$ cat config.mk
export PLATFORM = sky130hd
export DESIGN_NAME = rv32_run_ctrl_flat
export DESIGN_NICKNAME = d
export VERILOG_FILES = /design/src/rtl/rv32_run_ctrl_if.sv /design/src/rtl/rv32_run_ctrl.sv /design/src/flat_wrapper.sv
export SDC_FILE = /design/constraint.sdc
export NUM_CORES = 1
export LEC_CHECK = 0
export CORE_ASPECT_RATIO = 1.2
export CORE_MARGIN = 2
export CORE_UTILIZATION = 25
export DETAILED_ROUTE_END_ITERATION = 7
export RECOVER_POWER = 100
export SETUP_SLACK_MARGIN = 0.1
export SKIP_LAST_GASP = 1
export SYNTH_ARGS = -nofsm -noshare
export SYNTH_HDL_FRONTEND = slang
export SYNTH_SLANG_ARGS = --single-unit
export TNS_END_PERCENT = 1
$ cat constraint.sdc
create_clock -name clk -period 2.7 [get_ports clk]
set_input_delay 0.27 -clock clk [delete_from_list [all_inputs] [get_ports clk]]
set_output_delay 0.27 -clock clk [all_outputs]
set_load 0.05 [all_outputs]
$ cat src/rtl/rv32_run_ctrl_if.sv
// Control/status bundle between the debug side (master) and the RV32 run controller (slave).
interface rv32_run_ctrl_if #(
    parameter int unsigned NUM_BP = 2,
    parameter int unsigned CNT_W  = 32
);
    logic                   run_req;
    logic                   halt_req;
    logic                   step_req;
    logic                   cnt_clr;
    logic [NUM_BP-1:0]      bp_en;
    logic [NUM_BP*32-1:0]   bp_addr;
    logic [31:0]            cur_pc;
    logic                   stop_en;
    logic                   commit;
    logic                   running;
    logic                   halted;
    logic [1:0]             halt_cause;
    logic [1:0]             bp_hit_idx;
    logic [CNT_W-1:0]       cycle_cnt;
    logic [CNT_W-1:0]       instret_cnt;

    modport master (
        output run_req, halt_req, step_req, cnt_clr, bp_en, bp_addr, cur_pc,
        input  stop_en, commit, running, halted, halt_cause, bp_hit_idx, cycle_cnt, instret_cnt
    );

    modport slave (
        input  run_req, halt_req, step_req, cnt_clr, bp_en, bp_addr, cur_pc,
        output stop_en, commit, running, halted, halt_cause, bp_hit_idx, cycle_cnt, instret_cnt
    );
endinterface

$ cat src/rtl/rv32_run_ctrl.sv
// Run controller for the single-cycle RV32 core: halt/run/step, PC breakpoints,
// a PC-freeze output with a commit qualifier, and cycle/instret counters.
module rv32_run_ctrl #(
    parameter int unsigned NUM_BP   = 2,
    parameter int unsigned CNT_W    = 32,
    parameter bit          AUTO_RUN = 1'b0
) (
    input logic            clk,
    input logic            rst,
    rv32_run_ctrl_if.slave ctl
);
    typedef enum logic [1:0] {StHalt, StRun, StStep} state_e;

    localparam state_e ResetState = AUTO_RUN ? StRun : StHalt;

    state_e           state_q;
    logic             skip_q;
    logic [1:0]       cause_q;
    logic [1:0]       idx_q;
    logic [CNT_W-1:0] cycle_q;
    logic [CNT_W-1:0] instret_q;

    logic       bp_match;
    logic [1:0] bp_idx;
    logic       bp_stop;
    logic       stop;

    // Descending scan so the lowest matching index is the one left standing.
    always_comb begin
        bp_match = 1'b0;
        bp_idx   = 2'd0;
        for (int i = NUM_BP - 1; i >= 0; i--) begin
            if (ctl.bp_en[i] && (ctl.cur_pc == ctl.bp_addr[32*i +: 32])) begin
                bp_match = 1'b1;
                bp_idx   = 2'(i);
            end
        end
    end

    assign bp_stop = bp_match && !skip_q;

    always_comb begin
        stop = 1'b1;
        if (!rst) begin
            case (state_q)
                StHalt:  stop = 1'b1;
                StStep:  stop = 1'b0;
                StRun:   stop = ctl.halt_req || bp_stop;
                default: stop = 1'b1;
            endcase
        end
    end

    always_ff @(posedge clk) begin
        if (rst) begin
            state_q <= ResetState;
            skip_q  <= 1'b1;
            cause_q <= 2'b00;
            idx_q   <= 2'd0;
        end else begin
            case (state_q)
                StHalt: begin
                    if (!ctl.halt_req) begin
                        if (ctl.step_req) begin
                            state_q <= StStep;
                        end else if (ctl.run_req) begin
                            state_q <= StRun;
                            skip_q  <= 1'b1;
                        end
                    end
                end
                StRun: begin
                    // Breakpoint suppression covers only the first cycle after a resume.
                    skip_q <= 1'b0;
                    if (bp_stop) begin
                        state_q <= StHalt;
                        cause_q <= 2'b10;
                        idx_q   <= bp_idx;
                    end else if (ctl.halt_req) begin
                        state_q <= StHalt;
                        cause_q <= 2'b01;
                    end
                end
                StStep: begin
                    state_q <= StHalt;
                    cause_q <= 2'b11;
                end
                default: state_q <= StHalt;
            endcase
        end
    end

    always_ff @(posedge clk) begin
        if (rst || ctl.cnt_clr) begin
            cycle_q   <= '0;
            instret_q <= '0;
        end else begin
            cycle_q   <= cycle_q + 1'b1;
            instret_q <= instret_q + CNT_W'(!stop);
        end
    end

    assign ctl.stop_en     = stop;
    assign ctl.commit      = !stop;
    assign ctl.running     = (state_q == StRun);
    assign ctl.halted      = (state_q == StHalt);
    assign ctl.halt_cause  = cause_q;
    assign ctl.bp_hit_idx  = idx_q;
    assign ctl.cycle_cnt   = cycle_q;
    assign ctl.instret_cnt = instret_q;
endmodule

$ cat src/flat_wrapper.sv
// flat-port wrapper written by rule: the top's interface ports become plain ports
module rv32_run_ctrl_flat 
#(
    parameter int unsigned NUM_BP   = 2,
    parameter int unsigned CNT_W    = 32,
    parameter bit          AUTO_RUN = 1'b0
)
  (clk, rst, ctl_run_req, ctl_halt_req, ctl_step_req, ctl_cnt_clr, ctl_bp_en, ctl_bp_addr, ctl_cur_pc, ctl_stop_en, ctl_commit, ctl_running, ctl_halted, ctl_halt_cause, ctl_bp_hit_idx, ctl_cycle_cnt, ctl_instret_cnt);
  rv32_run_ctrl_if #(.NUM_BP(NUM_BP), .CNT_W(CNT_W)) ctl_i ();
  input logic clk;
  input logic rst;
  input wire logic [$bits(ctl_i.run_req)-1:0] ctl_run_req;
  input wire logic [$bits(ctl_i.halt_req)-1:0] ctl_halt_req;
  input wire logic [$bits(ctl_i.step_req)-1:0] ctl_step_req;
  input wire logic [$bits(ctl_i.cnt_clr)-1:0] ctl_cnt_clr;
  input wire logic [$bits(ctl_i.bp_en)-1:0] ctl_bp_en;
  input wire logic [$bits(ctl_i.bp_addr)-1:0] ctl_bp_addr;
  input wire logic [$bits(ctl_i.cur_pc)-1:0] ctl_cur_pc;
  output wire logic [$bits(ctl_i.stop_en)-1:0] ctl_stop_en;
  output wire logic [$bits(ctl_i.commit)-1:0] ctl_commit;
  output wire logic [$bits(ctl_i.running)-1:0] ctl_running;
  output wire logic [$bits(ctl_i.halted)-1:0] ctl_halted;
  output wire logic [$bits(ctl_i.halt_cause)-1:0] ctl_halt_cause;
  output wire logic [$bits(ctl_i.bp_hit_idx)-1:0] ctl_bp_hit_idx;
  output wire logic [$bits(ctl_i.cycle_cnt)-1:0] ctl_cycle_cnt;
  output wire logic [$bits(ctl_i.instret_cnt)-1:0] ctl_instret_cnt;
  assign ctl_i.run_req = ctl_run_req;
  assign ctl_i.halt_req = ctl_halt_req;
  assign ctl_i.step_req = ctl_step_req;
  assign ctl_i.cnt_clr = ctl_cnt_clr;
  assign ctl_i.bp_en = ctl_bp_en;
  assign ctl_i.bp_addr = ctl_bp_addr;
  assign ctl_i.cur_pc = ctl_cur_pc;
  assign ctl_stop_en = ctl_i.stop_en;
  assign ctl_commit = ctl_i.commit;
  assign ctl_running = ctl_i.running;
  assign ctl_halted = ctl_i.halted;
  assign ctl_halt_cause = ctl_i.halt_cause;
  assign ctl_bp_hit_idx = ctl_i.bp_hit_idx;
  assign ctl_cycle_cnt = ctl_i.cycle_cnt;
  assign ctl_instret_cnt = ctl_i.instret_cnt;
  rv32_run_ctrl #(.NUM_BP(NUM_BP), .CNT_W(CNT_W), .AUTO_RUN(AUTO_RUN)) u_core (.clk(clk), .rst(rst), .ctl(ctl_i));
endmodule
Fig. 1: run 1, floorplan with the power grid
Drawn at 3 px/µm. Pins as bars on the die edge. Tap cells in gray.
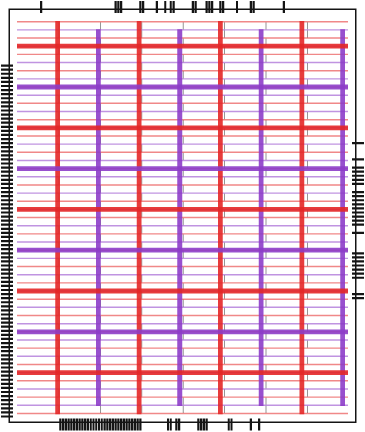
Purple stands for VDD. Red stands for VSS.
The core has 48 rows. 176 signal pins sit on the boundary. 49 met1 rails follow the rows. 175 tap cells. 9 straps on met5.
die height: 137.2 µm
core area: 0.01441 mm²
Max IR drop VDD: 0.0002802 V
Die Width: 115.0 µm

Fig. 2: run 1, placement by cell class
Drawn at 3 px/µm. Fill, decap, tap and diode cells in gray.
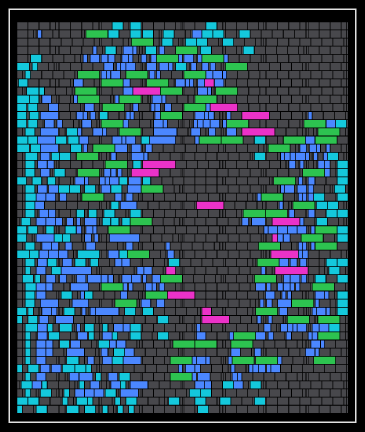
Blue stands for remaining logic cells, cells 346, share of their area 41%. Cyan stands for remaining buffers and delay cells, cells 193, share of their area 29%. Green stands for registers, cells 70, share of their area 24%. Magenta stands for clock drivers and dummy loads, cells 16, share of their area 5.9%.
Core Util, Final: 42.43%
Design Area, Final: 0.006116 mm²
std cell rows: 48
flop share of the area: 22.91%

==> changes_impl.md, run 1 <==
### Physical design

- Setup violations, final: 0
- Ys flops: 70
- Placed Instances: 780
- Number of port buffers: 174
- Tapcell count: 175
- HP Start: u_core.ctl.cycle_cnt[0]$_SDFF_PP0_
- Tool warning count: 28
- Power Density: 450.4 mW/mm²
- Synth Area per Inst: 8.636 µm²
- CLK BUF: 9
- First-pass GRT wire length: 18,550 µm
- Final Cycle Share: 95.87%
- Initial DRT Pass Iterations: 4
- Clock Skews: 7.123 ps
- CTS tree: yes
- Inverters: 8
- Top Layer Used: met4
- Startpoint type of the worst setup path: input pin
- Placed Instance Area: 0.005771 mm²
- HPWL Detailed: 9510 µm
- Via count: 3,683
- Met3 Track Usage GR: 4.399%
- Critical path peak fanout: 5
- H-Tree Depth: 3
- Hold depth: 1
- Postcts setup bufs: 4
- Hold Vio Cnt, Final: 0
- Status: complete, no violations
- Max Cap Viol: 0
- RSZ-0062 raised after global routing: true
- M1 wire length: 4179 µm
- Slew @ Worst Pin: 1199 ps
- Final Hold Slack: 473.2 ps
- Fraction of registers with async set/reset: 0%
- Gate count after technology mapping: 428
- Count of library flops with an enable pin: 0
- Synth Area in Simple Gates: 26.78%
- Number of distinct library cells after synthesis: 40
- Crit end category: register
- Antenna violations before repair: 0
- IO Count: 176
- Most numerous logic cell after layout: dfxtp_1
- Remaining global-route overflow: 0
- Gr busiest metal: met2
- Post-CTS resize count: 255
- Aoi share: 4.028%
- Logic area: 0.002407 mm²
- DR vias/cell: 4.604
- GR Layer Usage met2: 28.46%
- Tot Pwr: 2754 µW
- Residual DRC count: 0
- Registers: 70
- Non-clk buf share: 27.99%
- Reg area: 0.001401 mm²
- FF-to-FF setup slack: 280 ps
- Comb pwr share: 12.5%
- Comb gates: 338
- CP arrival: 2760 ps
- M1 GR Usage: 14.70%
- Mux cell area share after synthesis: 0%
- WL/cell: 14.60 µm
Fig. 3: run 1, clock distribution
Drawn at 3 px/µm.
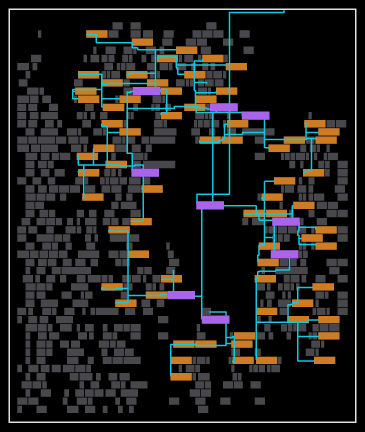
Cyan stands for clock wires, length 1,010 µm. Orange stands for flip-flops, count 70. Purple stands for clock-net drivers, count 9.
Position of the flops: all over the die.
clock network power: 1370 µW
Latency at later pin: 330 ps

==> run 1: power by group through the flow <==
| stage | sequential, µW | combinational, µW | clock [µW] |
|---|---|---|---|
| after detailed placement | 1070 | 371 | 0 |
| after global placement | 1070 | 367 | 0 |
| after floorplan | 1070 | 131 | 0 |
| after CTS | 1040 | 350 | 1400 |
| final | 1040 | 344 | 1370 |
| after global routing | 1040 | 369 | 1440 |
==> run 1: registers in the layout (all words and copies together) (netlist names) <==
| name | count |
|---|---|
| u_core.ctl.instret_cnt | 32 |
| u_core.ctl.cycle_cnt | 32 |
| u_core.ctl.halt_cause | 2 |
| u_core.skip_q | 1 |
| u_core.state_q | 2 |
| u_core.ctl.bp_hit_idx | 1 |
## Run 2: what changed since run 1
--- a/config.mk
+++ b/config.mk
@@ -5,7 +5,6 @@
 export SDC_FILE = /design/constraint.sdc
 export NUM_CORES = 1
 export LEC_CHECK = 0
-export CORE_ASPECT_RATIO = 1.2
 export CORE_MARGIN = 2
 export CORE_UTILIZATION = 25
 export DETAILED_ROUTE_END_ITERATION = 7
Fig. 4: run 2, track usage over the die
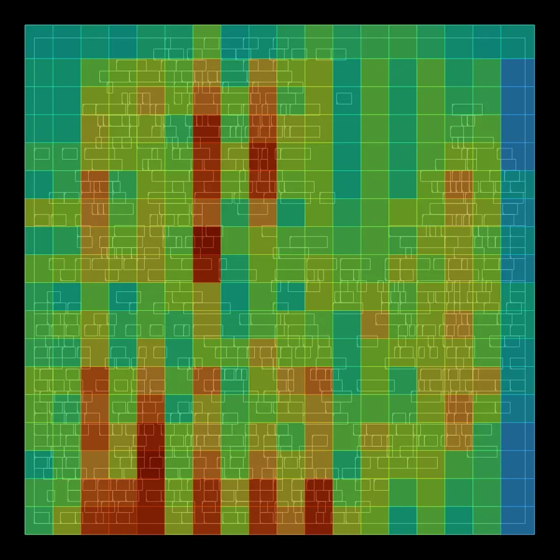
Core Util, Final: 42.61%
GR Layer Usage met2: 25.25%
GRT Resource Usage Total: 14.77%
M1 GR Usage: 17.43%
gr busiest metal: met2

==> changes_impl.md, run 2 <==
### Physical design

- CTS tree: yes
- Power Density: 433.8 mW/mm²
- Postcts setup bufs: 3
- Slew @ Worst Pin: 775.2 ps
- Number of distinct library cells after synthesis: 40
- Worst Slack Setup Final: 122.9 ps
- Clock Sinks: 70
- Top cells by count, synth: dfxtp_1, nor2_1, xnor2_1
- Top-area cell share: 37.91%
- Status: complete, no violations
- Reg2reg end: u_core.ctl.instret_cnt[19]$_SDFF_PP0_
- CP Depth: 15
- Initial DRT Pass Iterations: 4
- Seq pwr share: 39.0%
- CTS buffer count: 9
- Met2 wire len: 5781 µm
- HPWL Detailed: 9452 µm
- Most numerous logic cell after layout: dfxtp_1
- F_max: 0.3880 GHz
- Fraction of registers with async set/reset: 0%
- Antenna violations before repair: 4
- Non-Filler Instances: 818
- Dominant synthesized flop cell: dfxtp_1
- Combinational Power: 330 µW
- Std cell rows: 44
- Critical Path, Cell by Cell: dlygate4sd2_1 > xnor2_1 > nand4_1 > nor4_1 > and4_1 > a32o_2 > o32ai_4 > ha_4 > and3_4 > and3_1 > buf_4 > nand2_1 > nor3_1 > xnor2_1 > nor2_1
- Setup TNS: 0 ps
- Crit Path Class: in2reg
- Synth Seq Share: 37.91%
- Met3 Track Usage GR: 3.552%
- Die area: 0.01577 mm²
- FP Core Util: 25.53%
- Area of the mapped netlist: 0.003696 mm²
- Remaining global-route overflow: 0
- Comb pwr share: 12.3%
- Clock Skews: 5.800 ps
- Max IR drop VDD: 0.0003145 V
- Hold endpoint: u_core.ctl.cycle_cnt[0]$_SDFF_PP0_
- Placed Instance Area: 0.005859 mm²
- DR vias/cell: 4.430
- Pwr top: clock
- Gate count after technology mapping: 428
- Yosys chip area: 0.003696 mm²
- Critical Path RT: 2910 ps
- RSZ-0062 raised after global routing: true
- R2r startpoint: u_core.skip_q$_SDFFE_PP1P_
- First-pass GRT wire length: 18,690 µm
- Design Area, Final: 0.006170 mm²
- Biggest area cells: dfxtp_1, xnor2_1, xor2_1
- Final Hold Slack: 463.5 ps
- Startpoint type of the worst setup path: input pin
- Latency at later pin: 330 ps
- Ys flops: 70
- Number of port buffers: 174
- H-Tree Depth: 3
- Hold Vio Cnt, Final: 0
- CTS Hold Bufs: 0
- Worst min-delay path class: reg2reg
- Crit path capture: u_core.ctl.instret_cnt[19]$_SDFF_PP0_
- Yosys top cell by area: dfxtp_1
- Die height: 125.6 µm
- Pre-CTS setup slack: -624.5 ps
- Residual DRC count: 0
- Root buf cell: clkbuf_16
- Cell-internal power: 2103 µW
- Reg2reg path depth: 11
- HP Start: u_core.ctl.cycle_cnt[0]$_SDFF_PP0_
- Synth Area per Inst: 8.636 µm²
- FF-to-FF setup slack: 410 ps
- Leakage: 0.002498 µW
- Top Layer Used: met4
- Die Width: 125.6 µm
- Met3 WL: 555 µm
- Slowest cell on crit path: a32o_2
- Top cell type by instance count after synthesis: dfxtp_1
- Core area: 0.01448 mm²
- P&R area growth vs syn: 66.93%
- CP peak stage delay: 290 ps
- Syn_nets: 535
- Net Sw Power: 573.1 µW
- Count of library flops with an enable pin: 0
- Tool warning count: 28
- Synth warn: 0
- CP startpoint: ctl_bp_addr[57]
- Crit path buf inv count: 2
- GPL Wtd Cong: 0.8638
- Hold depth: 1
- IO Count: 176
- Cell family with most CP delay: simple AND/OR/NAND/NOR gates
- Final #Nets: 732
- M1 wire length: 4850 µm
- Violation tally from detailed-route iteration zero: 112
- Crit end category: register
- Tot Pwr: 2676 µW
- Critical path peak fanout: 6
- Vias in the first global route: 3,743
- Cells in synth_stat.txt: 428
- Placed Instances: 796
- Max Cap Viol: 0
- Most used cell, CP: xnor2_1
- P_seq: 1040 µW
- Clock network power: 1300 µW
- Post-CTS resize count: 175
- Max-slew violations: 0
- Share of cells above drive strength 1: 12.54%
- Final Cycle Share: 95.45%
- Clock Pin Slew Worst Setup and Hold Paths: 60 ps
- CP arrival: 2790 ps
- Setup violations, final: 0
Fig. 5: run 2, routed metal, one color a layer
Drawn at 4 px/µm.
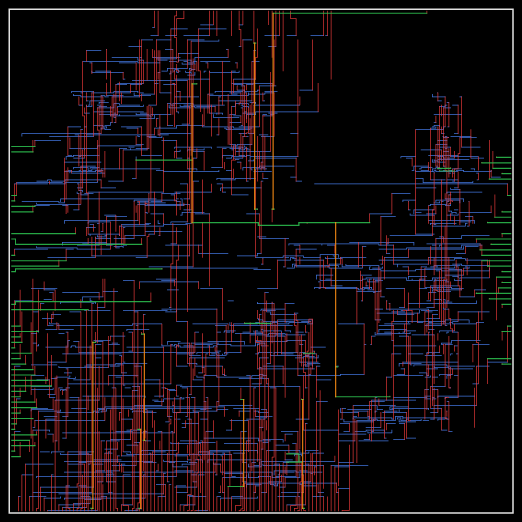
Orange stands for M4, wire length 305 µm. Green stands for M3, wire length 556 µm. Red stands for M2, wire length 5,780 µm. Blue stands for M1, wire length 4,850 µm.
WL/cell: 14.05 µm
via count: 3,624
WL final: 11,490 µm

[run 2: kinds of logic (layout without fill, tap and decap cells)]
family	Yosys count	count (layout)	synth area share (%)
xor gates and xnor gates	118	118	27.96
AOI/OAI and AO/OA	22	22	4.029
DFF	70	70	37.91
adders and majority gates	3	3	1.016
other	1	5	0.1015
and+or+nand+nor	194	194	26.78
buffers and inverters	20	222	2.200
[run 2: area by class of cell]
type / instances / area, µm²
Fill cell: 1488 / 8309
Multi-Input combinational cell: 338 / 2355
Timing Repair Buffer: 198 / 1808
Sequential cell: 70 / 1401
Clock buffer: 13 / 270.3
Tap cell: 184 / 230.2
Clock inverter: 3 / 65.06
Inverter: 8 / 30.03
Antenna cell: 4 / 10.01
Power and IR drop assume default switching activity.
